**Clock wiring as the flow saved it**

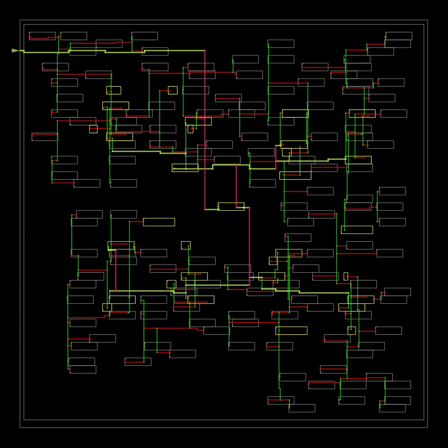
**Clock distribution**

The bar under the picture is 50 um long.
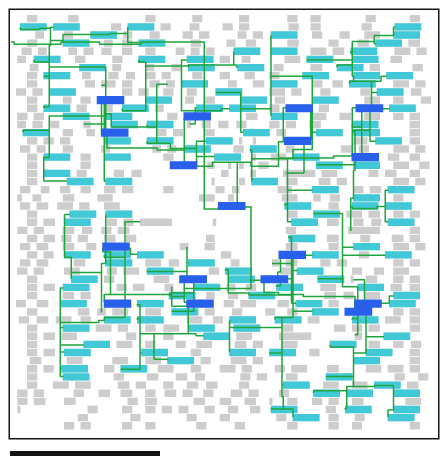
**Where the registers sit**

Other sequential cells in the stronger gray, the rest of the logic in the fainter gray.
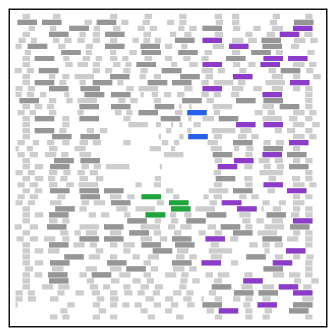
**Ports around the boundary**

Pins as bars across the die edge, other pins in gray.
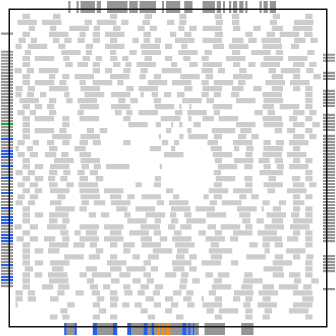
**config.mk**
```make
export PLATFORM = sky130hd
export DESIGN_NAME = mem_port_arbiter
export DESIGN_NICKNAME = d
export VERILOG_FILES = /design/src/rtl/mem_port_arbiter.sv
export SDC_FILE = /design/constraint.sdc
export NUM_CORES = 1
export LEC_CHECK = 0
export CELL_PAD_IN_SITES_DETAIL_PLACEMENT = 2
export CELL_PAD_IN_SITES_GLOBAL_PLACEMENT = 2
export CORE_UTILIZATION = 29
export CTS_CLUSTER_SIZE = 28
export DETAILED_ROUTE_END_ITERATION = 8
export HOLD_SLACK_MARGIN = 0.08
export PLACE_DENSITY_LB_ADDON = 0.1
export SKIP_CTS_REPAIR_TIMING = 1
export SLEW_MARGIN = 20
export SYNTH_ARGS = -nofsm -noshare
export SYNTH_HDL_FRONTEND = slang
export SYNTH_SLANG_ARGS = --single-unit
```
**constraint.sdc**
```tcl
create_clock -name clk -period 8.33 [get_ports clk]
set_input_delay 0.833 -clock clk [delete_from_list [all_inputs] [get_ports clk]]
set_output_delay 0.833 -clock clk [all_outputs]
set_load 0.1 [all_outputs]
```
**src/rtl/mem_port_arbiter.sv**
```systemverilog
// rtl/mem_port_arbiter.sv - shares one memory port between fetch and load/store requesters
// Optional feature: define MEM_PORT_ARB_TIMEOUT_EN to abort transactions that wait TIMEOUT cycles for mem_ack.
module mem_port_arbiter #(
  parameter int AW      = 32,
  parameter int DW      = 32,
  parameter int TIMEOUT = 15
) (
  input  logic            clk,
  input  logic            reset,
  input  logic            if_req,
  input  logic [AW-1:0]   if_addr,
  output logic [DW-1:0]   if_rdata,
  output logic            if_ack,
  input  logic            d_req,
  input  logic            d_we,
  input  logic [AW-1:0]   d_addr,
  input  logic [DW-1:0]   d_wdata,
  input  logic [DW/8-1:0] d_be,
  output logic [DW-1:0]   d_rdata,
  output logic            d_ack,
  output logic            mem_req,
  output logic            mem_we,
  output logic [AW-1:0]   mem_addr,
  output logic [DW-1:0]   mem_wdata,
  output logic [DW/8-1:0] mem_be,
  input  logic [DW-1:0]   mem_rdata,
  input  logic            mem_ack,
  output logic            owner,
  output logic            bus_err
);

  typedef enum logic [1:0] {IDLE, BUSY, RESP} state_t;

  state_t            state_q, state_d;
  logic              mem_req_q, mem_req_d;
  logic              mem_we_q, mem_we_d;
  logic [AW-1:0]     mem_addr_q, mem_addr_d;
  logic [DW-1:0]     mem_wdata_q, mem_wdata_d;
  logic [DW/8-1:0]   mem_be_q, mem_be_d;
  logic [DW-1:0]     if_rdata_q, if_rdata_d;
  logic [DW-1:0]     d_rdata_q, d_rdata_d;
  logic              if_ack_q, if_ack_d;
  logic              d_ack_q, d_ack_d;
  logic              owner_q, owner_d;

`ifdef MEM_PORT_ARB_TIMEOUT_EN
  localparam int CW = (TIMEOUT < 2) ? 1 : $clog2(TIMEOUT + 1);
  localparam logic [CW-1:0] TO_LIMIT = CW'(TIMEOUT);

  logic [CW-1:0]     cnt_q, cnt_d;
  logic [CW-1:0]     cnt_inc;
  logic              bus_err_q, bus_err_d;
`else
  logic              unused_timeout;
  assign unused_timeout = (TIMEOUT != 0);
`endif

  // Next-state and registered-output computation for the IDLE/BUSY/RESP arbiter
  always_comb begin
    state_d     = state_q;
    mem_req_d   = mem_req_q;
    mem_we_d    = mem_we_q;
    mem_addr_d  = mem_addr_q;
    mem_wdata_d = mem_wdata_q;
    mem_be_d    = mem_be_q;
    if_rdata_d  = if_rdata_q;
    d_rdata_d   = d_rdata_q;
    if_ack_d    = 1'b0;
    d_ack_d     = 1'b0;
    owner_d     = owner_q;
`ifdef MEM_PORT_ARB_TIMEOUT_EN
    cnt_d       = cnt_q;
    cnt_inc     = cnt_q + 1'b1;
    bus_err_d   = 1'b0;
`endif

    unique case (state_q)
      IDLE: begin
        // Data side has fixed priority; a losing fetch simply stays pending.
        if (d_req) begin
          mem_req_d   = 1'b1;
          mem_we_d    = d_we;
          mem_addr_d  = d_addr;
          mem_wdata_d = d_wdata;
          mem_be_d    = d_be;
          owner_d     = 1'b1;
          state_d     = BUSY;
`ifdef MEM_PORT_ARB_TIMEOUT_EN
          cnt_d       = '0;
`endif
        end else if (if_req) begin
          mem_req_d   = 1'b1;
          mem_we_d    = 1'b0;
          mem_addr_d  = if_addr;
          mem_wdata_d = '0;
          mem_be_d    = {(DW/8){1'b1}};
          owner_d     = 1'b0;
          state_d     = BUSY;
`ifdef MEM_PORT_ARB_TIMEOUT_EN
          cnt_d       = '0;
`endif
        end
      end

      BUSY: begin
        // mem_ack wins over a timeout that would expire in the same cycle.
        if (mem_ack) begin
          mem_req_d = 1'b0;
          state_d   = RESP;
          if (owner_q) begin
            d_rdata_d = mem_rdata;
            d_ack_d   = 1'b1;
          end else begin
            if_rdata_d = mem_rdata;
            if_ack_d   = 1'b1;
          end
        end
`ifdef MEM_PORT_ARB_TIMEOUT_EN
        else if (cnt_inc == TO_LIMIT) begin
          mem_req_d = 1'b0;
          state_d   = RESP;
          bus_err_d = 1'b1;
          if (owner_q) begin
            d_rdata_d = '0;
            d_ack_d   = 1'b1;
          end else begin
            if_rdata_d = '0;
            if_ack_d   = 1'b1;
          end
        end else begin
          cnt_d = cnt_inc;
        end
`endif
      end

      RESP: begin
        // Ack is high for this single cycle; requests are deliberately not sampled here.
        state_d = IDLE;
      end

      default: begin
        state_d   = IDLE;
        mem_req_d = 1'b0;
      end
    endcase
  end

  // State and output registers; reset drops any in-flight request without acking it
  always_ff @(posedge clk or posedge reset) begin
    if (reset) begin
      state_q     <= IDLE;
      mem_req_q   <= 1'b0;
      mem_we_q    <= 1'b0;
      mem_addr_q  <= '0;
      mem_wdata_q <= '0;
      mem_be_q    <= '0;
      if_rdata_q  <= '0;
      d_rdata_q   <= '0;
      if_ack_q    <= 1'b0;
      d_ack_q     <= 1'b0;
      owner_q     <= 1'b0;
    end else begin
      state_q     <= state_d;
      mem_req_q   <= mem_req_d;
      mem_we_q    <= mem_we_d;
      mem_addr_q  <= mem_addr_d;
      mem_wdata_q <= mem_wdata_d;
      mem_be_q    <= mem_be_d;
      if_rdata_q  <= if_rdata_d;
      d_rdata_q   <= d_rdata_d;
      if_ack_q    <= if_ack_d;
      d_ack_q     <= d_ack_d;
      owner_q     <= owner_d;
    end
  end

`ifdef MEM_PORT_ARB_TIMEOUT_EN
  // Wait-cycle counter and error pulse for the timeout path
  always_ff @(posedge clk or posedge reset) begin
    if (reset) begin
      cnt_q     <= '0;
      bus_err_q <= 1'b0;
    end else begin
      cnt_q     <= cnt_d;
      bus_err_q <= bus_err_d;
    end
  end

  assign bus_err = bus_err_q;
`else
  assign bus_err = 1'b0;
`endif

  assign mem_req   = mem_req_q;
  assign mem_we    = mem_we_q;
  assign mem_addr  = mem_addr_q;
  assign mem_wdata = mem_wdata_q;
  assign mem_be    = mem_be_q;
  assign if_rdata  = if_rdata_q;
  assign d_rdata   = d_rdata_q;
  assign if_ack    = if_ack_q;
  assign d_ack     = d_ack_q;
  assign owner     = owner_q;

endmodule

```
==> results.sh <==
# source this file to load flow results
export IMPL_ys_async_sr_fraction_pct=100
export IMPL_grtUsageTotal_pct=17.5
export IMPL_lay_top_cells="273 x clkdlybuf4s50_1, 139 x dfrtp_1, 55 x mux2_4, 54 x mux2_2, 33 x a22o_1"
export IMPL_reg2reg_from="state_q[0]"
export IMPL_critPathSlowestCell="clkdlybuf4s50_1"
export IMPL_num_rows=51
export IMPL_fin_nets=757
export IMPL_warnings=26
export IMPL_instances_no_fill=898
export IMPL_ioPinCount=276
export IMPL_post_drt_wl_per_cell_um=19.3
export IMPL_clock_path_buffers=2
export IMPL_fp_nets=484
export IMPL_status="finished, final reports clean"
export IMPL_buffers=277
export IMPL_rr_endpoint="d_rdata[2]"
export IMPL_synthCells=346
export IMPL_start_kind="register"
export IMPL_grt_pass1_wl_um=26600
export IMPL_ys_top_logic_family="multiplexers"
export IMPL_biggestCellCategory="sequential cells"
export IMPL_ys_flop_type="dfrtp_1"
export IMPL_edf_count=0
export IMPL_grt_antenna_before_repair=2
export IMPL_crit_family="buffers and inverters"
export IMPL_num_vias=4004
export IMPL_aoi_share_pct=6.21
export IMPL_via_per_inst=4.46
export IMPL_syn_area_per_cell_um2=16.7
export IMPL_drc_errors=0
export IMPL_root_buffer="clkbuf_16"
export IMPL_cp_cell_sequence="clkdlybuf4s50_1"
export IMPL_whs_path_depth=1
export IMPL_finClkSkew_ns=0.00867
export IMPL_max_cap_violations=0
export IMPL_antenna_diode_count=1
export IMPL_cts_sinks=139
export IMPL_crit_end="owner"
export IMPL_synth_area_um2=5760
export IMPL_seq_area_um2=3480
export IMPL_clock_buffers=19
export IMPL_drtAntennaViolNets=0
export IMPL_comb_area_share_pct=22.4
export IMPL_worst_slew_pin_slew_ns=1.11
export IMPL_gp_congestion=0.745
export IMPL_ys_sh_mux_pct=28.6
export IMPL_busiest_layer="met2"
export IMPL_hold_start="d_rdata[13]"
export IMPL_area_growth_pct=61.5
export IMPL_buffer_area_share_pct=29.7
export IMPL_fin_area_um2=9310
export IMPL_num_nonclk_inverters=3
export IMPL_crit_path_max_incr_delay_ns=1.19
export IMPL_highest_layer="met5"
export IMPL_critPathMaxFanout=4
export IMPL_h_tree_depth=4
export IMPL_setup_viol=0
export IMPL_core_area_um2=19500
export IMPL_comb_area_um2=2080
export IMPL_slew_violations=0
export IMPL_crit_path_end_kind="output pin"
export IMPL_first_global_vias=4608
export IMPL_cts_tree="built"
export IMPL_placedCellCount=865
export IMPL_crit_arrival_ns=2.04
export IMPL_path_class="register to output pin"
export IMPL_drt_initial_drc_count=90
export IMPL_tap_cells=265
export IMPL_dpl_instance_area_um2=8660
export IMPL_grt_overflow=0
export IMPL_xor_area_share_pct=0
export IMPL_fin_crit_sh_pct=34.5
export IMPL_hold_viol=0
export IMPL_lay_top_count="clkdlybuf4s50_1"
export IMPL_ys_seq_elements=139
Back to the opening pictures, 'clock wiring as the flow saved it':
TritonCTS buffer count: 17
sequential cell count: 139
Insertion Delay late pin: 0.42 ns

Back to the opening pictures, 'clock distribution':
[cells driving clock nets] blue | count: 17
[clock wires] green | length: 2050 um
[flip-flops] cyan | count: 139
routed clock nets	18

Back to the opening pictures, 'where the registers sit':
netlist name	color	placed flops
mem_be	green	4
state_q	blue	2
if_rdata	purple	32

Back to the opening pictures, 'ports around the boundary':
port	color	pins	direction	edge
d_be	orange	4	input	south
mem_addr	blue	32	output	17 west, 15 south
mem_we	green	1	output	west
die y size: 143 um
Die X: 143 um
IO Port Bufs: 274

